[src/rtl/waterfall_pkg.sv]
// Shared definitions for the waterfall display: controller state encoding and
// default raster/bin geometry used by the video, sdft and frame-buffer blocks.
package waterfall_pkg;

  typedef enum logic [1:0] {
    CLEAR      = 2'd0,
    VIDEO      = 2'd1,
    WRITE      = 2'd2,
    WAIT_BLANK = 2'd3
  } fb_state_e;

  localparam int H_VISIBLE_DEF  = 320;
  localparam int V_VISIBLE_DEF  = 240;
  localparam int LIMIT_BINS_DEF = 320;
  localparam int SCROLL_DIV_DEF = 2;

endpackage

[src/rtl/fb_row_addr.sv]
// Registered frame-buffer address: ((row + offset) mod V_VISIBLE) * H_VISIBLE + col,
// with a load path so the clear sweep can drive the same address register.
module fb_row_addr
  import waterfall_pkg::*;
#(
  parameter int H_VISIBLE = H_VISIBLE_DEF,
  parameter int V_VISIBLE = V_VISIBLE_DEF,
  parameter int FB_ADDR_W = 17
) (
  input  logic                 clk,
  input  logic                 rst_i,
  input  logic [8:0]           col_i,
  input  logic [7:0]           row_i,
  input  logic [7:0]           offset_i,
  input  logic                 load_i,
  input  logic [FB_ADDR_W-1:0] load_addr_i,
  output logic [FB_ADDR_W-1:0] addr_o
);

  logic [8:0]           row_sum;
  logic [7:0]           row_wrapped;
  logic [FB_ADDR_W-1:0] row_ext;
  logic [FB_ADDR_W-1:0] row_base;
  logic [FB_ADDR_W-1:0] addr_d;
  logic [FB_ADDR_W-1:0] addr_q;

  // Both operands are below V_VISIBLE, so one conditional subtract is a full modulo.
  always_comb begin
    row_sum     = {1'b0, row_i} + {1'b0, offset_i};
    row_wrapped = (row_sum >= 9'(V_VISIBLE)) ? 8'(row_sum - 9'(V_VISIBLE)) : row_sum[7:0];
    row_ext     = FB_ADDR_W'(row_wrapped);
    if (H_VISIBLE == 320) begin
      row_base = (row_ext << 8) + (row_ext << 6);
    end else begin
      row_base = row_ext * FB_ADDR_W'(H_VISIBLE);
    end
    addr_d = load_i ? load_addr_i : row_base + FB_ADDR_W'(col_i);
  end

  always_ff @(posedge clk or posedge rst_i) begin
    if (rst_i) begin
      addr_q <= '0;
    end else begin
      addr_q <= addr_d;
    end
  end

  assign addr_o = addr_q;

endmodule

[src/rtl/waterfall_fb_ctrl.sv]
// Frame-buffer SPRAM arbiter: post-reset clear, scrolled video reads, and
// spectrum line copies from the freq-bin BRAM during lower blanking.
module waterfall_fb_ctrl
  import waterfall_pkg::*;
#(
  parameter int H_VISIBLE  = H_VISIBLE_DEF,
  parameter int V_VISIBLE  = V_VISIBLE_DEF,
  parameter int LIMIT_BINS = LIMIT_BINS_DEF,
  parameter int SCROLL_DIV = SCROLL_DIV_DEF,
  parameter int FB_ADDR_W  = 17,
  parameter int BIN_ADDR_W = 9,
  parameter int DATA_W     = 8
) (
  input  logic                  clk,
  input  logic                  reset,
  input  logic [8:0]            x,
  input  logic [7:0]            y,
  input  logic                  lower_blank,
  input  logic                  clear_req,
  output logic [BIN_ADDR_W-1:0] bin_addr,
  output logic                  bin_ren,
  input  logic [DATA_W-1:0]     bin_rdata,
  output logic [FB_ADDR_W-1:0]  fb_addr,
  output logic [DATA_W-1:0]     fb_wdata,
  output logic                  fb_wen,
  output logic [7:0]            y_offset,
  output logic                  clear_done
);

  localparam logic [FB_ADDR_W-1:0] CLR_END     = FB_ADDR_W'(H_VISIBLE * V_VISIBLE);
  localparam logic [FB_ADDR_W-1:0] WR_END      = FB_ADDR_W'(LIMIT_BINS);
  localparam logic [FB_ADDR_W-1:0] RD_LAST     = FB_ADDR_W'(LIMIT_BINS - 1);
  localparam logic [3:0]           SCROLL_LAST = 4'(SCROLL_DIV - 1);
  localparam logic [7:0]           V_LAST      = 8'(V_VISIBLE - 1);

  fb_state_e             state_q;
  logic [FB_ADDR_W-1:0]  cnt_q;
  logic [3:0]            scroll_q;
  logic [7:0]            y_offset_q;
  logic [7:0]            y_offset_d;
  logic                  clear_done_q;
  logic                  clear_pending_q;
  logic                  fb_wen_q;
  logic [DATA_W-1:0]     fb_wdata_q;
  logic [BIN_ADDR_W-1:0] bin_addr_q;
  logic                  bin_ren_q;

  logic [8:0]            col_sel;
  logic [7:0]            row_sel;
  logic                  addr_load;

  assign y_offset_d = (y_offset_q == V_LAST) ? 8'd0 : y_offset_q + 8'd1;

  // During WRITE the video row is forced to 0 so the shared path yields y_offset*H + (k-1).
  always_comb begin
    col_sel   = x;
    row_sel   = y;
    addr_load = (state_q == CLEAR);
    if (state_q == WRITE) begin
      col_sel = 9'(cnt_q - 1'b1);
      row_sel = 8'd0;
    end
  end

  fb_row_addr #(
    .H_VISIBLE (H_VISIBLE),
    .V_VISIBLE (V_VISIBLE),
    .FB_ADDR_W (FB_ADDR_W)
  ) u_row_addr (
    .clk         (clk),
    .rst_i       (reset),
    .col_i       (col_sel),
    .row_i       (row_sel),
    .offset_i    (y_offset_q),
    .load_i      (addr_load),
    .load_addr_i (cnt_q),
    .addr_o      (fb_addr)
  );

  always_ff @(posedge clk or posedge reset) begin
    if (reset) begin
      state_q         <= CLEAR;
      cnt_q           <= '0;
      scroll_q        <= '0;
      y_offset_q      <= '0;
      clear_done_q    <= 1'b0;
      clear_pending_q <= 1'b0;
      fb_wen_q        <= 1'b0;
      fb_wdata_q      <= '0;
      bin_addr_q      <= '0;
      bin_ren_q       <= 1'b0;
    end else begin
      fb_wen_q   <= 1'b0;
      fb_wdata_q <= '0;
      case (state_q)
        CLEAR: begin
          if (cnt_q == CLR_END) begin
            clear_done_q <= 1'b1;
            y_offset_q   <= '0;
            scroll_q     <= '0;
            cnt_q        <= '0;
            state_q      <= VIDEO;
          end else begin
            fb_wen_q     <= 1'b1;
            clear_done_q <= 1'b0;
            cnt_q        <= cnt_q + 1'b1;
          end
        end

        VIDEO: begin
          if (clear_req) begin
            clear_done_q <= 1'b0;
            cnt_q        <= '0;
            state_q      <= CLEAR;
          end else if (lower_blank) begin
            if (scroll_q == SCROLL_LAST) begin
              scroll_q   <= '0;
              cnt_q      <= '0;
              bin_addr_q <= '0;
              bin_ren_q  <= 1'b1;
              state_q    <= WRITE;
            end else begin
              scroll_q <= scroll_q + 4'd1;
              state_q  <= WAIT_BLANK;
            end
          end
        end

        // Bin k is requested in cycle k, its data lands in cycle k+1 and is written then.
        WRITE: begin
          if (clear_req) begin
            clear_pending_q <= 1'b1;
          end
          if (cnt_q != '0) begin
            fb_wen_q   <= 1'b1;
            fb_wdata_q <= bin_rdata;
          end
          if (cnt_q < RD_LAST) begin
            bin_addr_q <= BIN_ADDR_W'(cnt_q + 1'b1);
            bin_ren_q  <= 1'b1;
          end else begin
            bin_ren_q <= 1'b0;
          end
          if (cnt_q == WR_END) begin
            y_offset_q <= y_offset_d;
            cnt_q      <= '0;
            if (clear_pending_q || clear_req) begin
              clear_pending_q <= 1'b0;
              state_q         <= CLEAR;
            end else begin
              state_q <= WAIT_BLANK;
            end
          end else begin
            cnt_q <= cnt_q + 1'b1;
          end
        end

        WAIT_BLANK: begin
          if (clear_req) begin
            clear_done_q <= 1'b0;
            cnt_q        <= '0;
            state_q      <= CLEAR;
          end else if (!lower_blank) begin
            state_q <= VIDEO;
          end
        end

        default: state_q <= CLEAR;
      endcase
    end
  end

  assign fb_wen     = fb_wen_q;
  assign fb_wdata   = fb_wdata_q;
  assign bin_addr   = bin_addr_q;
  assign bin_ren    = bin_ren_q;
  assign y_offset   = y_offset_q;
  assign clear_done = clear_done_q;

endmodule

[config.mk]
export PLATFORM = sky130hd
export DESIGN_NAME = waterfall_fb_ctrl
export DESIGN_NICKNAME = d
export VERILOG_FILES = /design/src/rtl/waterfall_pkg.sv /design/src/rtl/fb_row_addr.sv /design/src/rtl/waterfall_fb_ctrl.sv
export SDC_FILE = /design/constraint.sdc
export NUM_CORES = 1
export LEC_CHECK = 0
export ABC_CLOCK_PERIOD_IN_PS = 7300
export CORE_MARGIN = 5
export CORE_UTILIZATION = 54
export CTS_CLUSTER_DIAMETER = 50
export DETAILED_ROUTE_END_ITERATION = 10
export PLACE_DENSITY = 0.82
export REMOVE_ABC_BUFFERS = 1
export SYNTH_ARGS = -nofsm -noshare
export SYNTH_HDL_FRONTEND = slang
export SYNTH_SLANG_ARGS = --single-unit
[constraint.sdc]
create_clock -name clk -period 7.3 [get_ports clk]
set_clock_uncertainty 0.05 [all_clocks]
set_input_delay 1.46 -clock clk [delete_from_list [all_inputs] [get_ports clk]]
set_output_delay 1.46 -clock clk [all_outputs]
set_load 0.1 [all_outputs]
==> images/io_placement.png <==
Pins as bars across the die edge, other pins in grey.
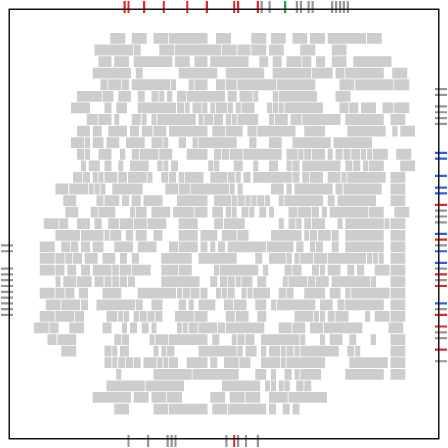
Key: red = fb_addr [pins 17, direction output, edge 9 top, 7 right, 1 bottom]; green = fb_wen [pins 1, direction output, edge top]; blue = bin_addr [pins 9, direction output, edge right]
I/O Buffers: 73
Die H: 101 um
chip width: 101 um

==> images/wires.png <==
Only two layers are drawn.
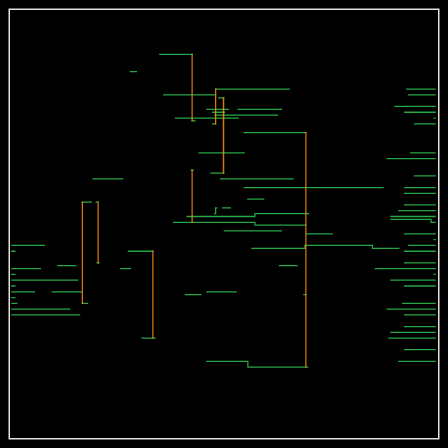
Key: green = metal 3 [wire length 667 um]; orange = metal 4 [wire length 167 um]
drt total wl: 10.0 mm
Total GRT Usage: 0.207

==> reports/metrics.yaml <==
synthCells: 497
antenna_found_initial: 0
clockRootBuffer: "clkbuf_8"
cp_cell_sequence: "clkdlybuf4s50_1 > and2_1 > ha_1 > fa_1 > a21o_1 > a21oi_1 > xnor2_1 > ha_1 > or4b_1 > a21oi_1 > nand2_1 > nand2_1 > a21o_1 > xor2_1 > ha_1 > ha_1 > inv_1 > nor2_1 > o21a_1 > o21ai_0 > nand2b_1 > a21oi_1 > o21bai_1 > a31o_1"
postSynthAreaPerCell_um2: 8.90
crit_path_end: "u_row_addr.addr_o[16]"
sw_frac_of_total: 0.231
post-route-period-util: 0.865
clk_latency_ns: 0.35
final_cells: 671
crit_type: "input pin to flop"
ys_chip_area_um2: 4420
yosysTopAreaCell: "dfrtp_1"
max_stage_delay_ns: 0.43
status: "finished clean"
io_pins: 74
use_met3: 0.0498
crit_required_ns: 7.50
cap_viol_max_count: 0
vias: 3770
path_delay_family: "AND-OR/OR-AND gates"
yosys.stat.seqShare: 0.390
setup_ws_ns: 0.986
fmax_ghz: 0.158
drtPass1Iterations: 4
ys_sh_mux: 0.0102
die-area_um2: 10100
first_global_vias: 3665
ys_dominant_reg_cell: "dfrtp_1"
place.gp.congestion: 0.857
finalPower_uw: 776
p_comb_frac: 0.060
detail_route.iter0.violations: 295
dominant_cells: "combinational gates"
synth-warning-count: 0
p_sw_uw: 179
clock_path_buffers: 2
r2r_slack_ns: 1.27
topCombFamilyByArea: "simple AND/OR/NAND/NOR gates"
grt_max_degree: 70
synth_area_um2: 4420
path_clk_slew_ns: 0.08
dpl.hpwl_mm: 7.45
ir_drop_uv: 94.2
relSlewSlack: 0.263
mostFrequentLayoutCell: "clkdlybuf4s50_1"
hold_start: "bin_addr[6]"
hold_viol: 0
[stage by stage]
step	utilization	hold WS (ns)
2_1_floorplan	-	0.410
3_3_place_gp	0.641	0.418
3_5_place_dp	0.641	0.419
4_1_cts	0.668	0.436
5_1_grt	0.668	0.452
6_report	0.668	0.428
[power groups by stage]
stage	Sequential (uW)	Clock, uW	Combinational [uW]
finish	385	344	46.7
global route	385	365	49.9
CTS	385	350	47.6
detailed placement	392	0	47.5
global placement	392	0	47.0
floorplan	409	0	7.35
[kinds of logic after synthesis]
kind of cell,count (synthesis)
AOI/OAI and AO/OA,124
xor gates and xnor gates,36
adders and majority gates,30
buffers and inverters,37
DFF,69
muxes,4
and+or+nand+nor,197
